--- src/rtl/encoder_pkg.sv ---
`default_nettype none
// ============================================================================
// encoder_pkg : shared types and helpers for onehot_stream_encoder
// Rev 1.0
// ============================================================================
package encoder_pkg;

  typedef enum logic {
    IDLE = 1'b0,
    EMIT = 1'b1
  } enc_state_e;

  // Population count over the widest legal request vector.
  function automatic int unsigned popcount(input logic [255:0] v);
    int unsigned n;
    n = 0;
    for (int i = 0; i < 256; i++) begin
      n += int'(v[i]);
    end
    return n;
  endfunction

endpackage
`default_nettype wire

--- src/rtl/onehot_stream_encoder_ffs.sv ---
`default_nettype none
// ============================================================================
// find_first_set : lowest set-bit index, any-set and exactly-one-set flags
// Rev 1.0
// ============================================================================
module find_first_set #(
  parameter int NUM_WIRE = 4
) (
  input  logic [NUM_WIRE-1:0]         vec_i,
  output logic [$clog2(NUM_WIRE)-1:0] idx_o,
  output logic                        found_o,
  output logic                        single_o
);

  localparam int A_W = $clog2(NUM_WIRE);

  logic [NUM_WIRE-1:0] w_minus_one;

  assign w_minus_one = vec_i - NUM_WIRE'(1);

  // Scan from the top down so the lowest set bit is the last assignment to win.
  always_comb begin
    idx_o = '0;
    for (int i = NUM_WIRE - 1; i >= 0; i--) begin
      if (vec_i[i]) begin
        idx_o = A_W'(i);
      end
    end
  end

  assign found_o  = |vec_i;
  assign single_o = found_o && ((vec_i & w_minus_one) == '0);

endmodule
`default_nettype wire

--- src/rtl/onehot_stream_encoder.sv ---
`default_nettype none
// ============================================================================
// onehot_stream_encoder : streams the index of every set request bit, lowest first
// Rev 1.0
// ============================================================================
module onehot_stream_encoder
  import encoder_pkg::*;
#(
  parameter int NUM_WIRE = 4
) (
  input  logic                        clk_i,
  input  logic                        rst_i,
  input  logic [NUM_WIRE-1:0]         d_i,
  input  logic                        d_valid_i,
  output logic                        d_ready_o,
  output logic [$clog2(NUM_WIRE)-1:0] a_o,
  output logic                        a_valid_o,
  input  logic                        a_ready_i,
  output logic                        a_last_o,
  output logic                        busy_o
);

  localparam int A_W = $clog2(NUM_WIRE);

  enc_state_e          r_state;
  enc_state_e          w_state_nxt;
  logic [NUM_WIRE-1:0] r_pending;
  logic [NUM_WIRE-1:0] w_pending_nxt;
  logic [A_W-1:0]      w_idx;
  logic                w_found;
  logic                w_single;
  logic                w_emit;

  find_first_set #(
    .NUM_WIRE (NUM_WIRE)
  ) u_ffs (
    .vec_i    (r_pending),
    .idx_o    (w_idx),
    .found_o  (w_found),
    .single_o (w_single)
  );

  always_ff @(posedge clk_i) begin
    if (rst_i) begin
      r_state   <= IDLE;
      r_pending <= '0;
    end else begin
      r_state   <= w_state_nxt;
      r_pending <= w_pending_nxt;
    end
  end

  // A zero vector is accepted in IDLE but never leaves IDLE.
  always_comb begin
    w_state_nxt   = r_state;
    w_pending_nxt = r_pending;
    unique case (r_state)
      IDLE: begin
        if (d_valid_i && (d_i != '0)) begin
          w_pending_nxt = d_i;
          w_state_nxt   = EMIT;
        end
      end
      EMIT: begin
        if (a_ready_i) begin
          w_pending_nxt = r_pending & ~(NUM_WIRE'(1) << w_idx);
          if (w_single) begin
            w_state_nxt = IDLE;
          end
        end
      end
      default: begin
        w_state_nxt   = IDLE;
        w_pending_nxt = '0;
      end
    endcase
  end

  assign w_emit    = (r_state == EMIT);
  assign d_ready_o = (r_state == IDLE) && !rst_i;
  assign a_valid_o = w_emit;
  assign busy_o    = w_emit;
  assign a_o       = w_emit ? w_idx : '0;
  assign a_last_o  = w_emit && w_single;

  a_last_matches_popcount : assert property (@(posedge clk_i) disable iff (rst_i)
    w_emit |-> (a_last_o == (popcount(256'(r_pending)) == 1)));

  emit_has_pending : assert property (@(posedge clk_i) disable iff (rst_i)
    w_emit |-> (w_found && (int'(a_o) < NUM_WIRE)));

endmodule
`default_nettype wire

--- config.mk ---
export PLATFORM = sky130hd
export DESIGN_NAME = onehot_stream_encoder
export DESIGN_NICKNAME = d
export VERILOG_FILES = /design/src/rtl/encoder_pkg.sv /design/src/rtl/onehot_stream_encoder_ffs.sv /design/src/rtl/onehot_stream_encoder.sv
export SDC_FILE = /design/constraint.sdc
export NUM_CORES = 1
export LEC_CHECK = 0
export CAP_MARGIN = 20
export CORE_AREA = 5 5 42 44
export CTS_CLUSTER_DIAMETER = 30
export DETAILED_ROUTE_END_ITERATION = 7
export DIE_AREA = 0 0 47 49
export PLACE_DENSITY_LB_ADDON = 0.08
export SLEW_MARGIN = 20
export SYNTH_ARGS = -nofsm -noshare
export SYNTH_HDL_FRONTEND = slang
export SYNTH_SLANG_ARGS = --single-unit
--- constraint.sdc ---
create_clock -name clk_i -period 1.66 [get_ports clk_i]
set_clock_uncertainty 0.1 [all_clocks]
set_input_delay 0.415 -clock clk_i [delete_from_list [all_inputs] [get_ports clk_i]]
set_output_delay 0.415 -clock clk_i [all_outputs]
set_load 0.01 [all_outputs]
==> Changelog: implementation <==
### Metrics

- CTS root buffer: sky130_fd_sc_hd__clkbuf_4
- Max stage delay on crit path: ~0.37 ns
- Setup-violating endpoint count in the final report: 3
- Synthesis-to-layout area growth: 100.0%
- Worst Max-Slew Pin Slew: ~0.28 ns
- CTS resizes: 32
- Power drawn by the combinational cells: 156 µW
- Met3 wire len: around 56 µm
- Number of buffers other than clock buffers in the final layout: 29
- Violated checks: negative setup slack
- Outcome: finished, violations left
- Power consumption: between 400 and 500 µW
- Met1 WL: 505 µm
- Number of cells produced by synthesis: around 42
- Full die area: around 2300 µm²
- Global placement routability congestion: 0.8107
- Top_reg_cell synth: sky130_fd_sc_hd__dfxtp_1
- Highest metal layer used by the detailed router: met4
- Combinational cell fraction of total power: 0.357
- Number of warnings in the stage logs: 28
- Setup bufs post-CTS: 3
- Number of remaining DRC errors: 0
- Post-route worst hold slack: 0.4639 ns
- XOR Share, Synth: 0.02642
- Power Clock: approximately 140 µW
- Post-synth area from yosys stat: roughly 330 µm²
- Post-synthesis net count: 50
- Number of global-route vias before repair: roughly 430
- First element of the critical path: r_pending[1]
- Share of the clock period used by the worst path after layout: 1.077
- Maximum operating frequency: roughly 0.56 GHz
- Number of clock sinks: 5
- Clock period minus worst slack: between 1.5 and 2 ns
- Most repeated cell in the gate-level netlist after synthesis: sky130_fd_sc_hd__a21oi_1
- RSZ-0062 raised after global routing: yes
- Number of placed cells counting well taps: 78
- Wire length of the first global-routing pass: 1883 µm
- Cell at the slowest stage of the critical path: sky130_fd_sc_hd__dfxtp_4
- Warning count from the yosys run: 0
- Non-Filler Instances: roughly 87
- Combinational share of cell area: 0.3962
- Arrival @ worst endpoint: between 1 and 1.5 ns
- Remaining antenna violation count after routing: 0
- Initial antenna violation count: 0
- Post-synthesis simple-gate area fraction: 0.3396
- Most used logic cell in the final layout: sky130_fd_sc_hd__buf_4
- Logic family by area: simple AND/OR/NAND/NOR gates
- Cell row count: 14
- Net load switching power: around 130 µW
- Element type at the critical path start: register
- Most numerous logic cells after layout: 14 x sky130_fd_sc_hd__buf_4, 5 x sky130_fd_sc_hd__a21oi_1, 5 x sky130_fd_sc_hd__dlygate4sd2_1
- Place WS: -0.4457 ns
- Leading cell types by count after synthesis: 6 x sky130_fd_sc_hd__a21oi_1, 5 x sky130_fd_sc_hd__dfxtp_1, 4 x sky130_fd_sc_hd__nand2_1, 4 x sky130_fd_sc_hd__nor2_1, 3 x sky130_fd_sc_hd__a311oi_1
- Setup TNS Final: -0.1718 ns
- Total CTS buffers: 3
- Final setup slack of the worst path: -0.1274 ns
- Setup crit end kind: output port
- DR pass1 iterations: 4
- WP buf/inv: 1
- Yosys cell count: ~42
- Invs w/o clock: 1
- Largest cells by area: sky130_fd_sc_hd__dfxtp_1 30%, sky130_fd_sc_hd__a21oi_1 9.1%, sky130_fd_sc_hd__a311oi_1 7.9%
- Die W: approximately 47 µm
- Share of power burned in registers: 0.322
- Area fraction in compound gates after synthesis: 0.2604
- Design internal power: 308.3 µW
- Number of tap cells inserted: 16
- Slew Limit Fails: 0
- Post-detailed-placement cell area: between 500 and 600 µm²
- Origin of the critical flop-to-flop path: a_valid_o
- Maximum root-to-sink buffer count: 2
- Post-route cell area: 663.1 µm²
- Detailed Place HPWL: ~830 µm
- Clock input transition at the sequential cells of the worst setup and hold paths: approximately 0.04 ns
- Detailed-route wire length: 1164 µm
- Detailed-routed wire length on met2: 595 µm
- Hold Fails Final Rpt: 0
- Biggest area consumer among cell classes: multi-input combinational cells
- CP max FO: 5
- Wire length per cell after detailed routing: between 10 and 15 µm
- Non-clock buffering overhead: 0.3528
- Proportion of layout cells with a drive suffix above 1: 0.5493
[state kept, by name (all words and copies together), names as in the netlist]
signal,count
r_pending,4
a_valid_o,1
[worst max-delay path by stage]
stage          endpoint  cells after the start
2_1_floorplan  a_last_o                      5
3_3_place_gp   a_last_o                      4
3_5_place_dp   a_last_o                      4
4_1_cts        a_last_o                      5
5_1_grt        a_last_o                      5
6_report       a_last_o                      5
[metal layers]
| metal | GRT usage | vias to the layer above |
|---|---|---|
| met1 | 0.1204 | 203 |
| li1 | - | 212 |
| met5 | 0 | - |
| met2 | 0.1855 | 10 |
| met3 | 0.04059 | 2 |
| met4 | 0.05530 | 0 |
Placement view:
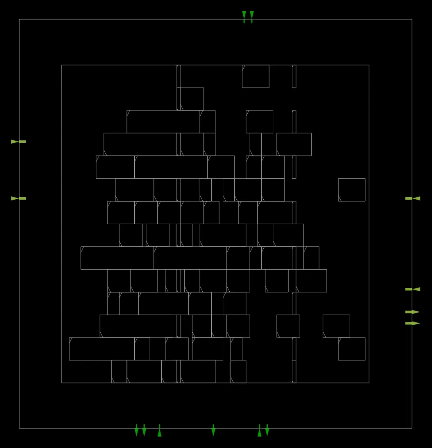
sequential cell count of the final layout: 5
core outline area: 1401 µm²

Pin map:
Pins as bars across the die edge, other pins in gray.
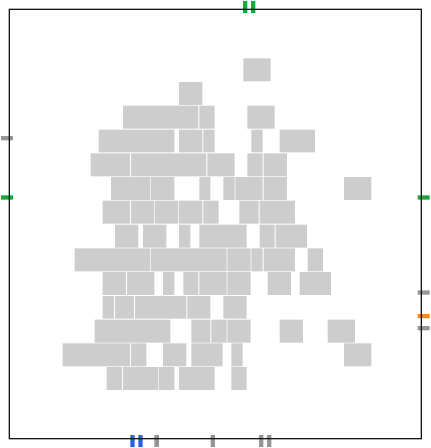
Key: orange = a_valid_o [pins 1, direction output, edge right]; blue = a_o [pins 2, direction output, edge bottom]; green = d_i [pins 4, direction input, edge 2 top, 1 right, 1 left]
All pins by edge: 6 bottom, 4 right, 2 left, 2 top.

Power figures rest on the tool's default switching activity, not on a simulated workload.
